### Placed cells, one colour a class

Drawn at 8 px/um. Fill, decap, tap and diode cells in grey.
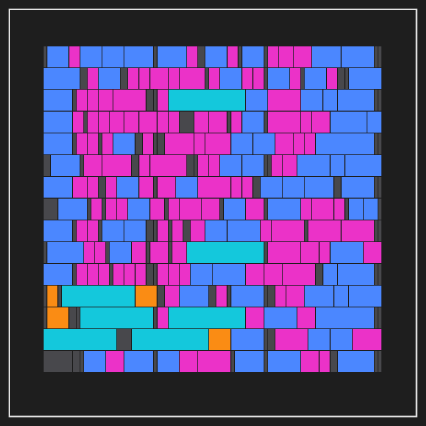
### Pin map

Drawn at 6 px/um. Pins as bars across the die edge, other pins in grey.
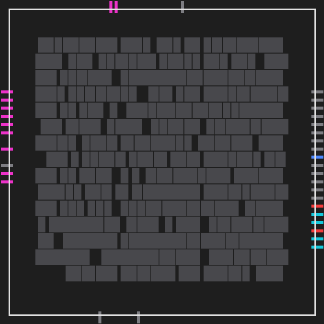
### Metal 2

Drawn at 8 px/um.
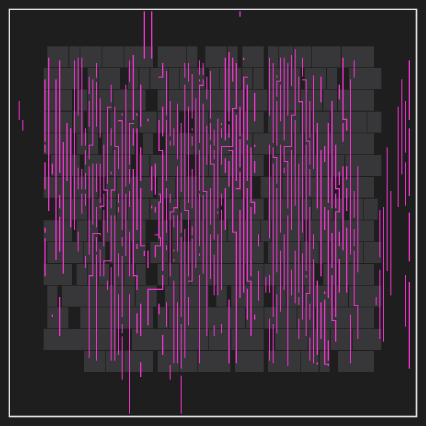
### Clock network drawn from the DEF

Drawn at 12 px/um.
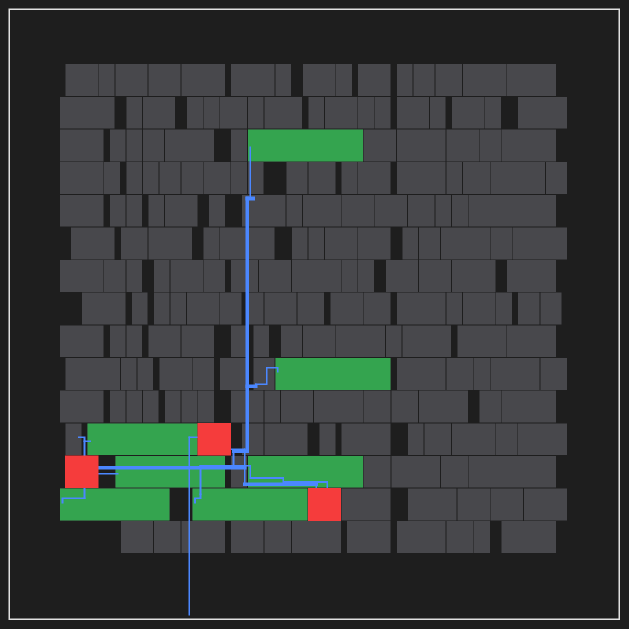
## config.mk

```make
export PLATFORM = sky130hd
export DESIGN_NAME = multicycle_control
export DESIGN_NICKNAME = d
export VERILOG_FILES = /design/src/rtl/multicycle_control.sv
export SDC_FILE = /design/constraint.sdc
export NUM_CORES = 1
export LEC_CHECK = 0
export ABC_AREA = 1
export CAP_MARGIN = 20
export CORE_MARGIN = 4
export CORE_UTILIZATION = 39
export CTS_CLUSTER_SIZE = 16
export DETAILED_ROUTE_END_ITERATION = 10
export PLACE_DENSITY = 0.78
export SKIP_CTS_REPAIR_TIMING = 1
export SYNTH_ARGS = -nofsm -noshare
export SYNTH_HDL_FRONTEND = slang
export SYNTH_SLANG_ARGS = --single-unit
```

## constraint.sdc

```tcl
create_clock -name clk -period 1.62 [get_ports clk]
set_input_delay 0.324 -clock clk [delete_from_list [all_inputs] [get_ports clk]]
set_output_delay 0.324 -clock clk [all_outputs]
set_load 0.005 [all_outputs]
```

## src/rtl/multicycle_control.sv

```systemverilog
// Multi-cycle main control FSM for a LEGv8-style datapath.
// Optional performance counters (cycle_count, instr_retired) are built when PERF_CNT_EN is defined.
module multicycle_control #(
    parameter int CNT_W = 32
) (
    input  logic        clk,
    input  logic        rst_n,
    input  logic        run,
    input  logic [10:0] Opcode,
    input  logic        Zero,
    input  logic        mem_ready,
    output logic        IorD,
    output logic        MemRead,
    output logic        MemWrite,
    output logic        IRWrite,
    output logic        Reg2Loc,
    output logic        RegWrite,
    output logic        MemtoReg,
    output logic        ALUSrcA,
    output logic [1:0]  ALUSrcB,
    output logic [1:0]  ALUOp,
    output logic        PCWrite,
    output logic        PCSrc,
    output logic        illegal,
    output logic [3:0]  state
`ifdef PERF_CNT_EN
    ,
    output logic [CNT_W-1:0] cycle_count,
    output logic [CNT_W-1:0] instr_retired
`endif
);

    typedef enum logic [3:0] {
        IDLE     = 4'd0,
        FETCH    = 4'd1,
        DECODE   = 4'd2,
        EXEC_R   = 4'd3,
        R_WB     = 4'd4,
        MEM_ADDR = 4'd5,
        MEM_RD   = 4'd6,
        LD_WB    = 4'd7,
        MEM_WR   = 4'd8,
        CBZ      = 4'd9,
        BR       = 4'd10,
        TRAP     = 4'd11
    } state_t;

    typedef enum logic [2:0] {
        C_R, C_LD, C_ST, C_CBZ, C_B, C_BAD
    } cls_t;

    localparam logic [10:0] OP_ADD  = 11'b10001011000;
    localparam logic [10:0] OP_SUB  = 11'b11001011000;
    localparam logic [10:0] OP_AND  = 11'b10001010000;
    localparam logic [10:0] OP_ORR  = 11'b10101010000;
    localparam logic [10:0] OP_LDUR = 11'b11111000010;
    localparam logic [10:0] OP_STUR = 11'b11111000000;

    state_t cur;
    cls_t   cls;
    cls_t   dec_cls;
    logic   fin;
    state_t after_fin;

    always_comb begin
        dec_cls = C_BAD;
        if (Opcode == OP_ADD || Opcode == OP_SUB || Opcode == OP_AND || Opcode == OP_ORR)
            dec_cls = C_R;
        else if (Opcode == OP_LDUR)
            dec_cls = C_LD;
        else if (Opcode == OP_STUR)
            dec_cls = C_ST;
        else if (Opcode[10:3] == 8'b10110100)
            dec_cls = C_CBZ;
        else if (Opcode[10:5] == 6'b000101)
            dec_cls = C_B;
    end

    // Final cycle of an instruction; run is only consulted here so a drop never aborts.
    assign fin = (cur == R_WB) || (cur == LD_WB) || (cur == CBZ) || (cur == BR) ||
                 (cur == MEM_WR && mem_ready);
    assign after_fin = run ? FETCH : IDLE;

    always_ff @(posedge clk or negedge rst_n) begin
        if (!rst_n) begin
            cur <= IDLE;
            cls <= C_R;
        end else begin
            case (cur)
                IDLE:     if (run) cur <= FETCH;
                FETCH:    if (mem_ready) cur <= DECODE;
                DECODE: begin
                    cls <= dec_cls;
                    case (dec_cls)
                        C_R:         cur <= EXEC_R;
                        C_LD, C_ST:  cur <= MEM_ADDR;
                        C_CBZ:       cur <= CBZ;
                        C_B:         cur <= BR;
                        default:     cur <= TRAP;
                    endcase
                end
                EXEC_R:   cur <= R_WB;
                MEM_ADDR: cur <= (cls == C_ST) ? MEM_WR : MEM_RD;
                MEM_RD:   if (mem_ready) cur <= LD_WB;
                MEM_WR:   if (mem_ready) cur <= after_fin;
                R_WB, LD_WB, CBZ, BR: cur <= after_fin;
                TRAP:     cur <= TRAP;
                default:  cur <= IDLE;
            endcase
        end
    end

    assign state = cur;

    always_comb begin
        IorD     = 1'b0;
        MemRead  = 1'b0;
        MemWrite = 1'b0;
        IRWrite  = 1'b0;
        Reg2Loc  = 1'b0;
        RegWrite = 1'b0;
        MemtoReg = 1'b0;
        ALUSrcA  = 1'b0;
        ALUSrcB  = 2'b00;
        ALUOp    = 2'b00;
        PCWrite  = 1'b0;
        PCSrc    = 1'b0;
        illegal  = 1'b0;
        case (cur)
            FETCH: begin
                MemRead = 1'b1;
                ALUSrcB = 2'b01;
                IRWrite = mem_ready;
                PCWrite = mem_ready;
            end
            DECODE: begin
                ALUSrcB = 2'b11;
                Reg2Loc = (Opcode == OP_STUR) || (Opcode[10:3] == 8'b10110100);
            end
            EXEC_R: begin
                ALUSrcA = 1'b1;
                ALUOp   = 2'b10;
            end
            R_WB:     RegWrite = 1'b1;
            MEM_ADDR: begin
                ALUSrcA = 1'b1;
                ALUSrcB = 2'b10;
                Reg2Loc = (cls == C_ST);
            end
            MEM_RD: begin
                MemRead = 1'b1;
                IorD    = 1'b1;
            end
            LD_WB: begin
                RegWrite = 1'b1;
                MemtoReg = 1'b1;
            end
            MEM_WR: begin
                MemWrite = 1'b1;
                IorD     = 1'b1;
                Reg2Loc  = 1'b1;
            end
            CBZ: begin
                ALUSrcA = 1'b1;
                ALUOp   = 2'b01;
                Reg2Loc = 1'b1;
                PCSrc   = 1'b1;
                PCWrite = Zero;
            end
            BR: begin
                PCWrite = 1'b1;
                PCSrc   = 1'b1;
            end
            TRAP:    illegal = 1'b1;
            default: ;
        endcase
    end

`ifdef PERF_CNT_EN
    always_ff @(posedge clk or negedge rst_n) begin
        if (!rst_n) begin
            cycle_count   <= '0;
            instr_retired <= '0;
        end else begin
            if (cur != IDLE && cur != TRAP)
                cycle_count <= cycle_count + 1'b1;
            if (fin)
                instr_retired <= instr_retired + 1'b1;
        end
    end
`endif

endmodule

```

==> report_table.html <==
<h2>Implementation results</h2>
<table>
<tr><th>Metric</th><th>Value</th></tr>
<tr><th colspan="2">Clock network</th></tr>
<tr><td>Clock tree from TritonCTS</td><td>built</td></tr>
<tr><td>Insertion Delay late pin</td><td>260 ps</td></tr>
<tr><td>CTS sink cnt</td><td>7</td></tr>
<tr><td>Maximum level of the CTS H-tree</td><td>1</td></tr>
<tr><td>Number of buffers created by CTS</td><td>3</td></tr>
<tr><td>Clock tree root driver cell</td><td>sky130_fd_sc_hd__clkbuf_4</td></tr>
<tr><th colspan="2">Power</th></tr>
<tr><td>Power per unit of standard cell area</td><td>1660 nW/um2</td></tr>
<tr><td>Worst-case vdd ir drop</td><td>1.42 mV</td></tr>
<tr><td>P_leak</td><td>0.000996 uW</td></tr>
<tr><th colspan="2">Drt</th></tr>
<tr><td>Routed Antenna Nets</td><td>0</td></tr>
<tr><td>Detail-routed net length per standard cell</td><td>15.7 um</td></tr>
<tr><td>Via count normalized by instance count</td><td>5.28</td></tr>
<tr><td>Routed wire length</td><td>3630 um</td></tr>
<tr><td>DRC viols</td><td>0</td></tr>
<tr><td>Overall via count from detail_route</td><td>1219</td></tr>
<tr><th colspan="2">Final timing</th></tr>
<tr><td>Final hold violation count</td><td>0</td></tr>
<tr><td>Number of slew-limit violations in the final report</td><td>0</td></tr>
<tr><td>Final-report setup violation count</td><td>14</td></tr>
<tr><td>Shortest period the worst path allows</td><td>1820 ps</td></tr>
<tr><td>Fmax</td><td>551 MHz</td></tr>
<tr><td>Final worst-path setup slack</td><td>-196 ps</td></tr>
<tr><td>Clock skew</td><td>18.4 ps</td></tr>
<tr><th colspan="2">Synthesis</th></tr>
<tr><td>Synth top area share</td><td>0.246</td></tr>
<tr><td>Synthesized flop and latch total</td><td>7</td></tr>
<tr><td>Flip-flops with a built-in enable</td><td>0</td></tr>
<tr><td>Top area cells in the synthesized netlist</td><td>sky130_fd_sc_hd__dfrtp_1 25%, sky130_fd_sc_hd__nand2_1 21%, sky130_fd_sc_hd__inv_1 10%</td></tr>
<tr><td>Gate Count Post-Synth</td><td>125</td></tr>
<tr><td>Synth Seq Share</td><td>0.246</td></tr>
<tr><td>Post-synth net total</td><td>141</td></tr>
<tr><td>Number of distinct library cells after synthesis</td><td>22</td></tr>
<tr><td>Post-synth ARST share</td><td>1.00</td></tr>
<tr><td>Number of cell instances after yosys synthesis</td><td>125</td></tr>
<tr><th colspan="2">Placement</th></tr>
<tr><td>Detail Placement HPWL</td><td>2120 um</td></tr>
<tr><td>Tally of buffers added on design ports</td><td>34</td></tr>
<tr><td>Pre-CTS setup slack</td><td>-559 ps</td></tr>
<tr><th colspan="2">Global route</th></tr>
<tr><td>Global-route wire length before repair</td><td>4000 um</td></tr>
<tr><td>Pin count of the biggest net entering global routing</td><td>8</td></tr>
<tr><th colspan="2">Final layout</th></tr>
<tr><td>Share of post-route cells with drive strength above 1</td><td>0.490</td></tr>
<tr><td>Final antenna diode count</td><td>0</td></tr>
<tr><td>Area used by multi-input combinational logic</td><td>541 um2</td></tr>
<tr><td>Number of filler cells placed in the layout</td><td>72</td></tr>
<tr><td>Total Nets Final</td><td>223</td></tr>
<tr><td>Fraction of the core area covered by cells at the end of the flow</td><td>0.919</td></tr>
<tr><td>Register cell area after layout</td><td>180 um2</td></tr>
<tr><th colspan="2">Die</th></tr>
<tr><td>Die Span X</td><td>50.7 um</td></tr>
<tr><td>DIE HEIGHT</td><td>50.7 um</td></tr>
<tr><td>Core ar.</td><td>1730 um2</td></tr>
<tr><td>Floorplan utilization</td><td>0.412</td></tr>
<tr><td>I/O pin cnt</td><td>35</td></tr>
<tr><td>Die area</td><td>2570 um2</td></tr>
<tr><th colspan="2">Min path</th></tr>
<tr><td>Hold Crit Class</td><td>input port to async pin</td></tr>
<tr><th colspan="2">Critical path</th></tr>
<tr><td>CP max FO</td><td>5</td></tr>
<tr><td>Kind of critical path</td><td>flop to output port</td></tr>
<tr><td>Data arrival at the endpoint of the critical path</td><td>1490 ps</td></tr>
<tr><th colspan="2">Flow run</th></tr>
<tr><td>Number of logged tool warnings</td><td>27</td></tr>
<tr><td>Max-Cap Viols</td><td>0</td></tr>
<tr><th colspan="2">Status</th></tr>
<tr><td>Failing checks</td><td>negative setup slack</td></tr>
<tr><td>Status</td><td>finished, violations left</td></tr>
</table>
## Picture notes: 'Placed cells, one colour a class'
- flops: cyan (cells 7; share of their area 12%)
- clock drivers and dummy loads: orange (cells 4; share of their area 1.7%)
- other buffers and delay cells: blue (cells 77; share of their area 46%)
- combinational and other logic: magenta (cells 118; share of their area 41%)

## Picture notes: 'Pin map'
- `ALUOp`: red (pins 2; direction output; edge right)
- `state`: cyan (pins 4; direction output; edge right)
- `PCWrite`: blue (pins 1; direction output; edge right)
- `Opcode`: magenta (pins 11; direction input; edge 9 left, 2 top)
- all pins by edge: 20 right, 10 left, 3 top, 2 bottom

## Picture notes: 'Metal 2'
- longest straight run: 26.9 um
- nets with wire on the layer: 206

## Picture notes: 'Clock network drawn from the DEF'
- flip-flops: green (count 7)
- clock wires: blue (length 103 um)
- clock drivers: red (count 3)
- routed clock nets: 4

## cell families after synthesis
kind of cell,after synthesis,share of synthesized area
buffers and inverters,25,0.132
AOI/OAI and AO/OA,9,0.0914
and+or+nand+nor,84,0.531
DFF,7,0.246
## cell usage in the layout, fill, tap and decap left out, types with 4 or more instances in the layout
cell type                         count
sky130_fd_sc_hd__buf_4               32
sky130_fd_sc_hd__nand2_1             30
sky130_fd_sc_hd__nand2_4              4
sky130_fd_sc_hd__dlymetal6s2s_1       7
sky130_fd_sc_hd__inv_2                7
sky130_fd_sc_hd__nand2_2              9
sky130_fd_sc_hd__inv_1               16
sky130_fd_sc_hd__clkbuf_2             4
sky130_fd_sc_hd__nor2_1              12
sky130_fd_sc_hd__nor2_2               5
sky130_fd_sc_hd__clkdlybuf4s50_1     16
sky130_fd_sc_hd__buf_6               13
sky130_fd_sc_hd__nor2_4               7
sky130_fd_sc_hd__dfrtp_2              4
sky130_fd_sc_hd__nand3_1              9
## per-layer routing
layer / vias to the layer above / GRT usage / routed length (um)
li1: 552 / - / -
met2: 100 / 0.422 / 1850
met4: 0 / 0.0717 / 242
met5: - / 0 / 0
met1: 542 / 0.183 / 1250
met3: 25 / 0.0534 / 280
## final cells by class
type                            count  area share
Inverter                           25      0.0623
Multi-Input combinational cell     93       0.341
Clock buffer                        4      0.0166
Timing Repair Buffer               77       0.447
Tap cell                           25      0.0197
Sequential cell                     7       0.114
## metrics by stage
step	TNS (ps)	area [um2]	instances	power, uW	hold slack [ps]
6_report	-1770	1590	231	2630	324
3_5_place_dp	-2510	1330	215	1880	526
4_1_cts	-6060	1360	219	2040	331
3_3_place_gp	-1950	1330	215	1830	518
2_1_floorplan	0	712	125	993	28.4
5_1_grt	-2500	1590	231	2770	339
## sequential cells by signal, indices dropped and copies added, names as in the netlist
signal  flops
cls         3
state       4
## critical path, stage by stage, from the launching register on
cell and delay (ps):
sky130_fd_sc_hd__dfrtp_2 470, sky130_fd_sc_hd__buf_6 140, sky130_fd_sc_hd__nor2_4 140, sky130_fd_sc_hd__nand2_2 100, sky130_fd_sc_hd__nor2_2 120, sky130_fd_sc_hd__a21oi_1 70
sky130_fd_sc_hd__nand2_1 70, sky130_fd_sc_hd__dlymetal6s2s_1 120
## final timing paths
check | start | end | slack, ps | cells after the start
worst min-delay path | rst_n | state[1] | 320 | 1
min in group clk | cls[1] | cls[1] | 550 | 2
worst min register to register | cls[1] | cls[1] | 550 | 2
max in group asynchronous | rst_n | cls[0] | 1030 | 1
worst max register to register | state[3] | state[1] | -60 | 12
worst max-delay path | state[1] | Reg2Loc | -200 | 7
## power breakdown
part	switching [uW]	internal, uW	leakage, uW	total (uW)
clock	68.0	94.3	0.0000150	162
sequential	106	262	0.0000831	368
combinational	1000	1090	0.000898	2100
Power figures rest on the tool's default switching activity, not on a simulated workload.
